## config.mk

```make
export PLATFORM = sky130hd
export DESIGN_NAME = buffer_stream_port
export DESIGN_NICKNAME = d
export VERILOG_FILES = /design/src/rtl/buffer_stream_port.sv
export SDC_FILE = /design/constraint.sdc
export NUM_CORES = 1
export LEC_CHECK = 0
export CAP_MARGIN = 5
export CORE_MARGIN = 4
export CORE_UTILIZATION = 60
export CTS_CLUSTER_SIZE = 10
export DETAILED_ROUTE_END_ITERATION = 12
export DONT_BUFFER_PORTS = 1
export PLACE_DENSITY = 0.85
export SLEW_MARGIN = 20
export SYNTH_ARGS = -nofsm -noshare
export SYNTH_HDL_FRONTEND = slang
export SYNTH_SLANG_ARGS = --single-unit
```

## constraint.sdc

```tcl
create_clock -name clk -period 3.5 [get_ports clk]
set_clock_uncertainty 0.1 [all_clocks]
set_input_delay 0.7 -clock clk [delete_from_list [all_inputs] [get_ports clk]]
set_output_delay 0.7 -clock clk [all_outputs]
set_load 0.005 [all_outputs]
```

## src/rtl/buffer_stream_port.sv

```systemverilog
// Command-driven stream port that moves a run of words between a buffer slot and a
// read/write stream, with a fixed-latency read return path tracked by a valid shift register.

package buffer_stream_pkg;
  localparam int E          = 4;
  localparam int FSIZE      = 8;
  localparam int SLOT_NUM   = 4;
  localparam int BUF_ADDR_W = 32;

  typedef struct packed {
    logic [BUF_ADDR_W-1:0] raddr;
    logic [BUF_ADDR_W-1:0] waddr;
    logic [E*FSIZE-1:0]    wdata;
    logic                  wren;
  } BufferRAMTEFsizeInputs;
endpackage

// state | meaning
// IDLE  | waiting for a command; cmd_ready high
// READ  | issuing one raddr per cycle
// WRITE | accepting write beats, one wren per beat
// DRAIN | all reads issued; waiting for the last word to return
module buffer_stream_port
  import buffer_stream_pkg::*;
#(
  parameter int DATA_SIZE  = E * FSIZE,
  parameter int ADDR_W     = 32,
  parameter int LEN_W      = 16,
  parameter int RD_LATENCY = 4
) (
  input  logic                        clk,
  input  logic                        rstn,
  input  logic                        cmd_valid,
  output logic                        cmd_ready,
  input  logic                        cmd_write,
  input  logic [ADDR_W-1:0]           cmd_base,
  input  logic [LEN_W-1:0]            cmd_len,
  input  logic [$clog2(SLOT_NUM)-1:0] cmd_slot,
  output logic [$clog2(SLOT_NUM)-1:0] slot_sel,
  output BufferRAMTEFsizeInputs       ram_req,
  input  logic [DATA_SIZE-1:0]        ram_rdata,
  input  logic [DATA_SIZE-1:0]        wr_data,
  input  logic                        wr_valid,
  output logic                        wr_ready,
  output logic [DATA_SIZE-1:0]        rd_data,
  output logic                        rd_valid,
  output logic                        busy,
  output logic                        done
);

  typedef enum logic [1:0] {IDLE, READ, WRITE, DRAIN} state_t;

  state_t                  state;
  logic [LEN_W-1:0]        rem;
  logic [ADDR_W-1:0]       wr_ptr;
  logic [ADDR_W-1:0]       rd_addr;
  logic [ADDR_W-1:0]       wr_addr;
  logic [DATA_SIZE-1:0]    wr_word;
  logic                    wr_en;
  logic [RD_LATENCY-1:0]   vld_sr;
  logic [RD_LATENCY-1:0]   vld_next;
  logic [RD_LATENCY-1:0]   vld_last;
  logic                    accept;
  logic                    issue;

  assign accept = cmd_valid && cmd_ready;
  // The first read is issued on the accept edge itself, later ones from READ.
  assign issue  = (accept && !cmd_write && (cmd_len != '0)) || (state == READ);

  always_comb begin
    vld_next    = vld_sr << 1;
    vld_next[0] = issue;
    vld_last    = '0;
    vld_last[RD_LATENCY-1] = 1'b1;
  end

  assign ram_req = '{raddr: rd_addr, waddr: wr_addr, wdata: wr_word, wren: wr_en};

  always_ff @(posedge clk or negedge rstn) begin
    if (!rstn) begin
      state     <= IDLE;
      cmd_ready <= 1'b1;
      busy      <= 1'b0;
      done      <= 1'b0;
      rd_valid  <= 1'b0;
      rd_data   <= '0;
      wr_ready  <= 1'b0;
      wr_en     <= 1'b0;
      rd_addr   <= '0;
      wr_addr   <= '0;
      wr_word   <= '0;
      wr_ptr    <= '0;
      rem       <= '0;
      slot_sel  <= '0;
      vld_sr    <= '0;
    end else begin
      done     <= 1'b0;
      wr_en    <= 1'b0;
      vld_sr   <= vld_next;
      rd_valid <= vld_sr[RD_LATENCY-1];
      if (vld_sr[RD_LATENCY-1]) rd_data <= ram_rdata;

      case (state)
        IDLE: begin
          if (accept) begin
            slot_sel <= cmd_slot;
            if (cmd_len == '0) begin
              done <= 1'b1;
            end else if (cmd_write) begin
              wr_ptr    <= cmd_base;
              rem       <= cmd_len;
              state     <= WRITE;
              wr_ready  <= 1'b1;
              cmd_ready <= 1'b0;
              busy      <= 1'b1;
            end else begin
              rd_addr   <= cmd_base;
              rem       <= cmd_len - LEN_W'(1);
              state     <= (cmd_len == LEN_W'(1)) ? DRAIN : READ;
              cmd_ready <= 1'b0;
              busy      <= 1'b1;
            end
          end
        end

        READ: begin
          rd_addr <= rd_addr + ADDR_W'(1);
          rem     <= rem - LEN_W'(1);
          if (rem == LEN_W'(1)) state <= DRAIN;
        end

        DRAIN: begin
          // Only the final word remains in flight once it reaches the top stage alone.
          if (vld_sr == vld_last) begin
            done      <= 1'b1;
            state     <= IDLE;
            cmd_ready <= 1'b1;
            busy      <= 1'b0;
          end
        end

        WRITE: begin
          if (wr_valid) begin
            wr_addr <= wr_ptr;
            wr_word <= wr_data;
            wr_en   <= 1'b1;
            wr_ptr  <= wr_ptr + ADDR_W'(1);
            rem     <= rem - LEN_W'(1);
            if (rem == LEN_W'(1)) begin
              done      <= 1'b1;
              state     <= IDLE;
              wr_ready  <= 1'b0;
              cmd_ready <= 1'b1;
              busy      <= 1'b0;
            end
          end
        end

        default: state <= IDLE;
      endcase
    end
  end

endmodule

```

Figure 1. M4 wires (run 1).
The bar under the picture is 50 µm long.
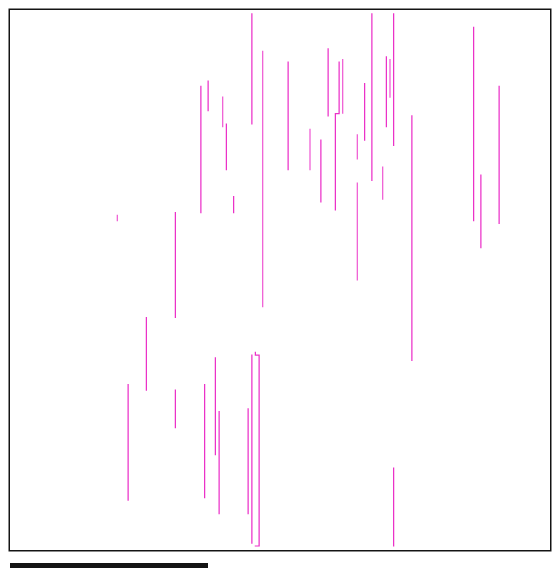
The wires run mostly vertical. 31 nets have wire on it. The layer holds 3.2% of the routed length. The layer carries 905 µm of wire. The longest straight run is 64.6 µm.

Figure 2. Signal wires by layer (run 1).
Only two layers are drawn.
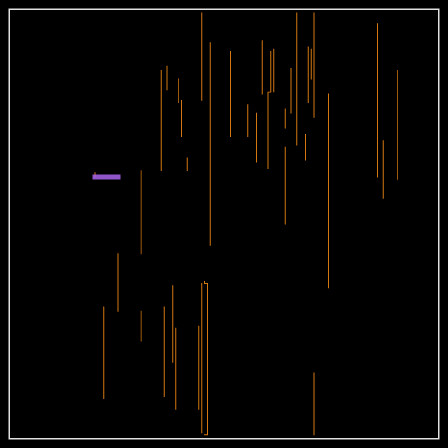
Key: orange = met4 [wire length 905 µm]; purple = met5 [wire length 7.40 µm]
via count: 8219
final wirelength: 28300 µm
Total GRT Usage: 29.9%

Figure 3. Sequential cells grouped by signal name (run 1).
The bar under the picture is 50 µm long.
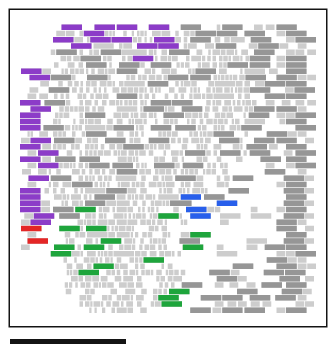
Key: purple = wr_addr [flops 32]; green = rem [flops 16]; red = slot_sel [flops 2]; blue = vld_sr [flops 4]
Another 136 sequential cells are not colored.

Figure 4. Routing congestion map (run 1).
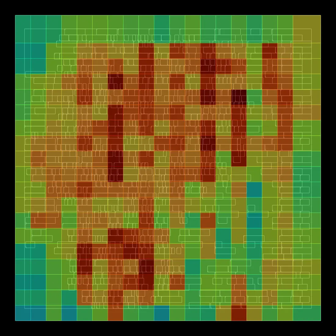
grt met1 use: 38.9%
GRT met2 Usage: 45.4%
Final Core Density: 66.6%

==> impl_metrics.env, run 1 <==
# flow metrics
export IMPL_status="finished, violations left"
export IMPL_violations="hold timing"
export IMPL_place_ws_ns=0.568
export IMPL_fp_dieH_um=137
export IMPL_drt_iter0_drc=939
export IMPL_p_leak_nw=4.39
export IMPL_num_fill_cells=1185
export IMPL_overflow=0
export IMPL_path_clk_slew_ns=0.07
export IMPL_avgSynthCellArea_um2=10.0
export IMPL_critPathRequiredTime_ns=3.75
export IMPL_yosysUniqueCellTypes=76
export IMPL_ir_drop_mv=0.370
export IMPL_clkPwrFrac_pct=46.1
export IMPL_chip_area_um2=18700
export IMPL_setup_viol=0
export IMPL_area_leaders="dfrtp_1, mux2_2, o21ai_0, nand2_1, nor3_1"
export IMPL_postSynthSeqShare_pct=47.9
export IMPL_max_cap_violations=0
export IMPL_period_needed_ns=2.80
export IMPL_dp_cells=1161
export IMPL_tightest_slew_ns=0.804
export IMPL_power_internal_mw=3.27
export IMPL_timing_hold_ws_ns=-0.152
export IMPL_async_reset_ff_share_pct=100
export IMPL_yosysTopAreaCell="dfrtp_1"
export IMPL_grt_first_pass_wirelength_um=43100
export IMPL_cp_max_fo=36
export IMPL_fin_cells=1196
export IMPL_lay_top_count="dfrtp_1"
export IMPL_final_hold_violation_count=189
export IMPL_fp_util_pct=61.8
export IMPL_grt_max_degree=191
export IMPL_h_tree_depth=4
export IMPL_max_freq_mhz=357
export IMPL_num_io_pins=255
export IMPL_vias_per_cell=6.87
export IMPL_drc_errors=0
export IMPL_nNetsFinal=1094
export IMPL_netSwitchingPower_mw=0.955
export IMPL_cts_buffers=17
export IMPL_seqPwrFrac_pct=52.8
export IMPL_r2r_setup_slack_ns=0.70
export IMPL_hold_path_class="in -> async"
export IMPL_fin_total_pwr_mw=4.22
export IMPL_final_design_area_no_fill_um2=10700
export IMPL_tool_warnings=36
export IMPL_cp_start_kind="flip-flop"
export IMPL_cp_end_kind="flip-flop"
export IMPL_gp_congestion=0.986
export IMPL_clock_sinks=190
export IMPL_drv_slew=0
export IMPL_rsz0062_at_grt="no"
export IMPL_final_cell_mix="dfrtp_1, mux2_2, nand2_1"
export IMPL_rows=46
export IMPL_cts_resized_gates=0
export IMPL_yosys_most_used_dff="dfrtp_1"
export IMPL_power_density_nw_per_um2=395
export IMPL_yosys_cells=991
export IMPL_cts_root_buffer="clkbuf_16"
export IMPL_combPwrFrac_pct=1.1
export IMPL_layout_drive_gt1_share_pct=17.2
export IMPL_final_setup_worst_slack_ns=0.698
export IMPL_cts_setup_buffers=0
export IMPL_slew_headroom_pct=45.9
export IMPL_switching_share_pct=22.6
export IMPL_clock_path_buffers=2
export IMPL_synth_edff_count=0
export IMPL_buffer_ports_inserted=0
export IMPL_yosysWarnings=0
export IMPL_core_area_um2=16100
export IMPL_ys_ff=190
export IMPL_insertion_delay_ns=0.44
export IMPL_antenna_found_initial=5
export IMPL_syn_area_um2=9930
export IMPL_critPathArrivalTime_ns=3.05
export IMPL_first_pass_iters=6
export IMPL_synthDominantCellAreaShare_pct=47.6
export IMPL_synthesis_nets=1121
export IMPL_tns_ns=0
export IMPL_dieWidth_um=137
export IMPL_crit_type="reg -> reg"
export IMPL_grt_pass1_vias=7839
export IMPL_dpl_hpwl_um=20600
export IMPL_cts_tree="yes"
export IMPL_yosys_area_um2=9930
export IMPL_dpl_cell_area_um2=10100
==> run 1: synthesized netlist by cell type (5+ instances only) <==
cell type and instances:
or3_1 9, nand2b_1 7, a21oi_1 41, mux2i_1 11, nor4_1 32, nor3_1 47, and4_1 12, or4_1 16
xnor2_1 7, inv_1 27, nand4_1 26, ha_1 11, and3_1 12, o22ai_1 26, clkbuf_1 53, a211oi_1 5
a31oi_1 6, a22oi_1 21, xor2_1 6, or2_2 5, a32oi_1 5, dfrtp_1 189, nor2b_1 6, nand3_1 41
o21ai_0 59, mux2_2 93, nor2_1 51, a2bb2oi_1 5, a21o_1 9, nand2_1 68, buf_1 8
==> run 1: final cells by class <==
cell class | count | area, µm² | area share, %
Inverter | 28 | 105 | 0.982
Sequential cell | 190 | 4760 | 44.4
Clock inverter | 14 | 154 | 1.44
Multi-Input combinational cell | 707 | 4820 | 45.0
Timing Repair Buffer | 20 | 150 | 1.40
Antenna cell | 3 | 7.51 | 0.0702
Tap cell | 216 | 270 | 2.53
Clock buffer | 18 | 439 | 4.10
==> run 1: power groups by stage <==
stage               registers [mW]  logic (mW)  clock network (mW)
floorplan                     2.27      0.0404                   0
global placement              2.27      0.0462                   0
detailed placement            2.27      0.0474                   0
CTS                           2.23      0.0477                1.96
global route                  2.23      0.0525                2.06
finish                        2.23      0.0476                1.95
==> run 1: logic make-up (layout without fill, tap and decap cells) <==
kind of cell    count (synthesis)  after routing  synth area share, %
fa+ha+maj                      11             11                 1.39
other cells                     0              3                    0
simple gates                  359            359                 19.8
compound gates                220            220                 14.4
mux                           104            104                 11.7
xor+xnor                       13             13                 1.15
buf+inv                        94             80                 3.64
flops                         190            190                 47.9
==> run 1: sequential cells by signal, indices dropped and copies added (netlist names) <==
name,cells
busy,1
cmd_ready,1
done,1
rd_addr,32
rd_data,32
rd_valid,1
rem,16
slot_sel,2
state,2
vld_sr,4
wr_addr,32
wr_en,1
wr_ptr,32
wr_ready,1
wr_word,32
==> run 1: critical path: stages, from the launching register on <==
cell      delay [ns]
dfrtp_1         0.41
inv_1           0.10
ha_1            0.19
nor4bb_1        0.36
nand4_1         0.42
buf_4           0.34
nand2b_1        0.08
buf_4           0.35
nor3_1          0.11
a211oi_1        0.25
==> run 1: path summary, 6_finish.rpt <==
check / endpoint / depth (start not counted) / from
setup / recovery: rd_addr[30] / 9 / state[0]
hold / removal: wr_word[19] / 0 / rstn
setup reg to reg: rd_addr[30] / 9 / state[0]
hold reg to reg: vld_sr[1] / 0 / vld_sr[0]
max in group asynchronous: cmd_ready / 0 / rstn
min in group clk: rd_addr[23] / 2 / cmd_base[23]
==> run 1: metal layers <==
layer | GRT usage [%] | routed length (µm)
met1 | 38.9 | 10600
met2 | 45.4 | 13100
met3 | 10.1 | 3650
met4 | 13.4 | 905
met5 | 0 | 7
==> run 1: stage by stage <==
step	util (%)	hold WS [ns]
after floorplan	-	0.252
after global placement	62.9	0.259
after detailed placement	62.9	0.275
after CTS	66.6	-0.154
after global routing	66.6	-0.163
final	66.6	-0.152
Figure 5. Selected gate families (run 1).
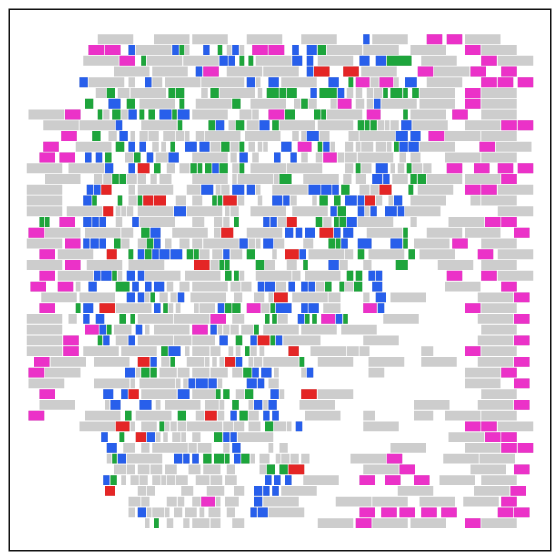

==> run 2: changes to the inputs <==
clock period = 2.6 ns   (was 3.5 ns; I/O delays follow)
Figure 6. Selected gate families (run 2).
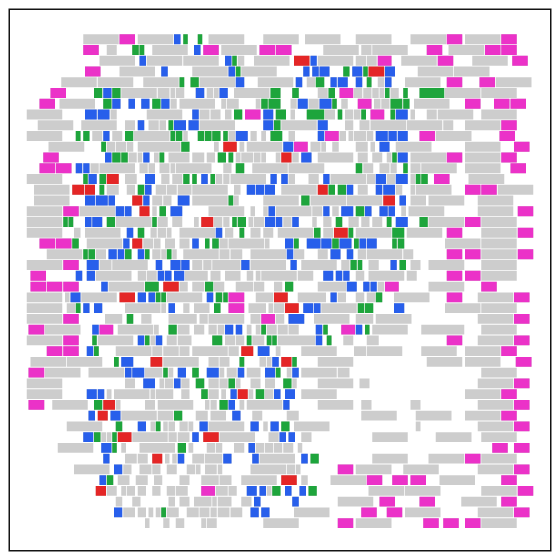
Key: green = NAND gates [cells 152, most used nand2_1]; red = AND-OR and OR-AND gates [cells 29, most used a21o_1]; blue = inverting AOI/OAI gates [cells 191, most used o21ai_0]; magenta = multiplexers [cells 104, most used mux2_2, where spread over the die]

Figure 7. M4 wires (run 2).
The bar under the picture is 50 µm long.
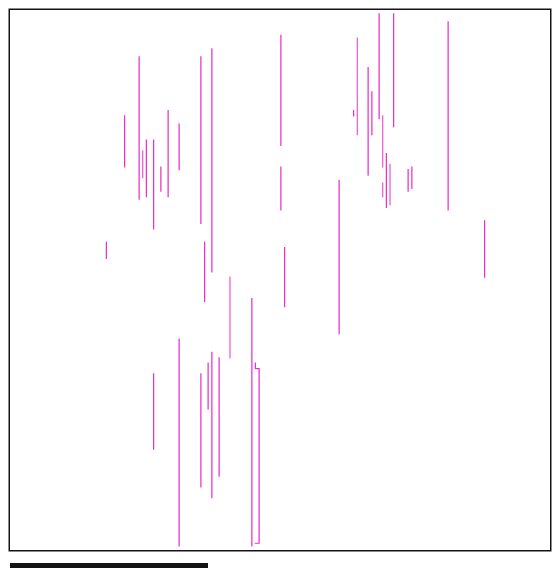
35 nets have wire on it. The layer holds 3.0% of the routed length. The layer carries 882 µm of wire.

==> impl_metrics.env, run 2 <==
# flow metrics
export IMPL_status="finished, violations left"
export IMPL_violations="hold timing"
export IMPL_num_io_pins=255
export IMPL_cts_buffers=17
export IMPL_path_clk_slew_ns=0.07
export IMPL_crit_type="reg -> reg"
export IMPL_wirelength_um=29900
export IMPL_setup_viol=0
export IMPL_critPathLaunch="state[1]"
export IMPL_critPathRequiredTime_ns=2.82
export IMPL_synth_edff_count=0
export IMPL_power_internal_mw=4.47
export IMPL_period_needed_ns=2.49
export IMPL_ir_drop_mv=0.433
export IMPL_tool_warnings=37
export IMPL_insertion_delay_ns=0.44
export IMPL_fp_util_pct=61.8
export IMPL_cp_start_kind="flip-flop"
export IMPL_power_density_nw_per_um2=508
export IMPL_fp_dieH_um=137
export IMPL_clock_path_buffers=2
export IMPL_yosysMostFrequentCell="dfrtp_1"
export IMPL_async_reset_ff_share_pct=100
export IMPL_p_leak_nw=4.69
export IMPL_cp_max_fo=37
export IMPL_critPathArrivalTime_ns=2.71
export IMPL_place_ws_ns=-0.217
export IMPL_syn_area_um2=9930
export IMPL_final_hold_violation_count=190
export IMPL_synthTopCellsByCount="dfrtp_1, mux2_2, nand2_1"
export IMPL_h_tree_depth=4
export IMPL_dieWidth_um=137
export IMPL_cp_end_kind="flip-flop"
export IMPL_cts_tree="yes"
export IMPL_rr_startpoint="state[1]"
export IMPL_grt_pass1_vias=8002
export IMPL_chip_area_um2=18700
export IMPL_tns_ns=0
export IMPL_track_usage_pct=31.1
export IMPL_synthDominantCellAreaShare_pct=47.6
export IMPL_max_freq_mhz=401
export IMPL_dpl_hpwl_um=21400
export IMPL_slew_headroom_pct=52.7
export IMPL_drc_errors=0
export IMPL_lay_top_count="dfrtp_1"
export IMPL_synthesis_nets=1121
export IMPL_rsz0062_at_grt="yes"
export IMPL_vias=8605
export IMPL_netSwitchingPower_mw=1.23
export IMPL_seqPwrFrac_pct=52.7
export IMPL_buffer_ports_inserted=0
export IMPL_tightest_slew_ns=0.708
export IMPL_timing_hold_ws_ns=-0.322
export IMPL_nNetsFinal=1149
export IMPL_area_leaders="dfrtp_1, mux2_2, o21ai_0, nand2_1, nor3_1"
export IMPL_fin_total_pwr_mw=5.70
export IMPL_clkPwrFrac_pct=46.1
export IMPL_yosysUniqueCellTypes=76
export IMPL_yosys_area_um2=9930
export IMPL_grt_max_degree=191
export IMPL_final_setup_worst_slack_ns=0.107
export IMPL_layout_drive_gt1_share_pct=22.0
export IMPL_first_pass_iters=6
export IMPL_num_fill_cells=1157
export IMPL_core_area_um2=16100
export IMPL_max_cap_violations=0
export IMPL_postSynthSeqShare_pct=47.9
export IMPL_drt_iter0_drc=1110
export IMPL_yosysTopAreaCell="dfrtp_1"
==> run 2: cell counts after synthesis <==
Identical to the previous run, type by type.
==> run 2: stage by stage <==
stage,hold slack [ns],area (µm²),cells,util (%)
after floorplan,0.124,9930,991,-
after global placement,0.128,10600,1216,65.8
after detailed placement,0.130,10600,1216,65.8
after CTS,-0.332,11200,1248,69.5
after global routing,-0.346,11200,1252,69.9
final,-0.322,11200,1252,69.9
==> run 2: logic make-up (layout without fill, tap and decap cells) <==
logic type / count (synthesis) / after routing / synth area share (%)
flops: 190 / 190 / 47.9
fa+ha+maj: 11 / 11 / 1.39
other cells: 0 / 4 / 0
compound gates: 220 / 220 / 14.4
xor+xnor: 13 / 13 / 1.15
mux: 104 / 104 / 11.7
buf+inv: 94 / 135 / 3.64
simple gates: 359 / 359 / 19.8
==> run 2: area by class of cell <==
| cell class | count | area [µm²] | share of cell area [%] |
|---|---|---|---|
| Antenna cell | 4 | 10.0 | 0.0892 |
| Clock buffer | 20 | 437 | 3.89 |
| Clock inverter | 12 | 150 | 1.34 |
| Inverter | 28 | 105 | 0.937 |
| Multi-Input combinational cell | 707 | 4870 | 43.4 |
| Sequential cell | 190 | 4760 | 42.4 |
| Tap cell | 216 | 270 | 2.41 |
| Timing Repair Buffer | 75 | 621 | 5.53 |
==> run 2: path summary, 6_finish.rpt <==
kind	cells after the start	end	slack, ns
worst max-delay path	9	state[1]	0.11
worst min-delay path	0	wr_word[15]	-0.32
worst max register to register	9	state[1]	0.11
worst min register to register	0	vld_sr[2]	0.28
max in group asynchronous	0	cmd_ready	2.39
min in group clk	2	rd_addr[23]	0.10
==> run 2: per-layer routing <==
layer	share of wire (%)	GRT usage, %	vias up	wire (µm)
li1	-	-	3789	-
met2	47	48.5	630	14100
met5	0	0	-	0
met3	13	10.4	85	3920
met4	3.0	10.9	0	882
met1	37	40.9	4101	11000
==> run 2: power groups by stage <==
stage                     Clock, mW  Sequential (mW)  Combinational [mW]
after detailed placement          0             3.06              0.0684
after CTS                      2.65             3.00              0.0688
after global placement            0             3.06              0.0667
final                          2.63             3.00              0.0694
after global routing           2.77             3.00              0.0762
after floorplan                   0             3.05              0.0544
==> run 2: critical path: stages, from the launching register on <==
cell and delay, ns:
dfrtp_1 0.39, buf_4 0.15, ha_1 0.23, buf_6 0.22, nor2b_1 0.19, a21oi_1 0.16
buf_4 0.23, o211ai_1 0.15, a21oi_2 0.19, mux2_2 0.36
==> run 2: timing repair <==
action / 4_1_cts / 5_1_grt
setup endpoints to repair: 16 / 38
gates resized: 4 / 9
hold endpoints to repair: 190 / 190
Power is estimated from default activity; no workload was simulated.
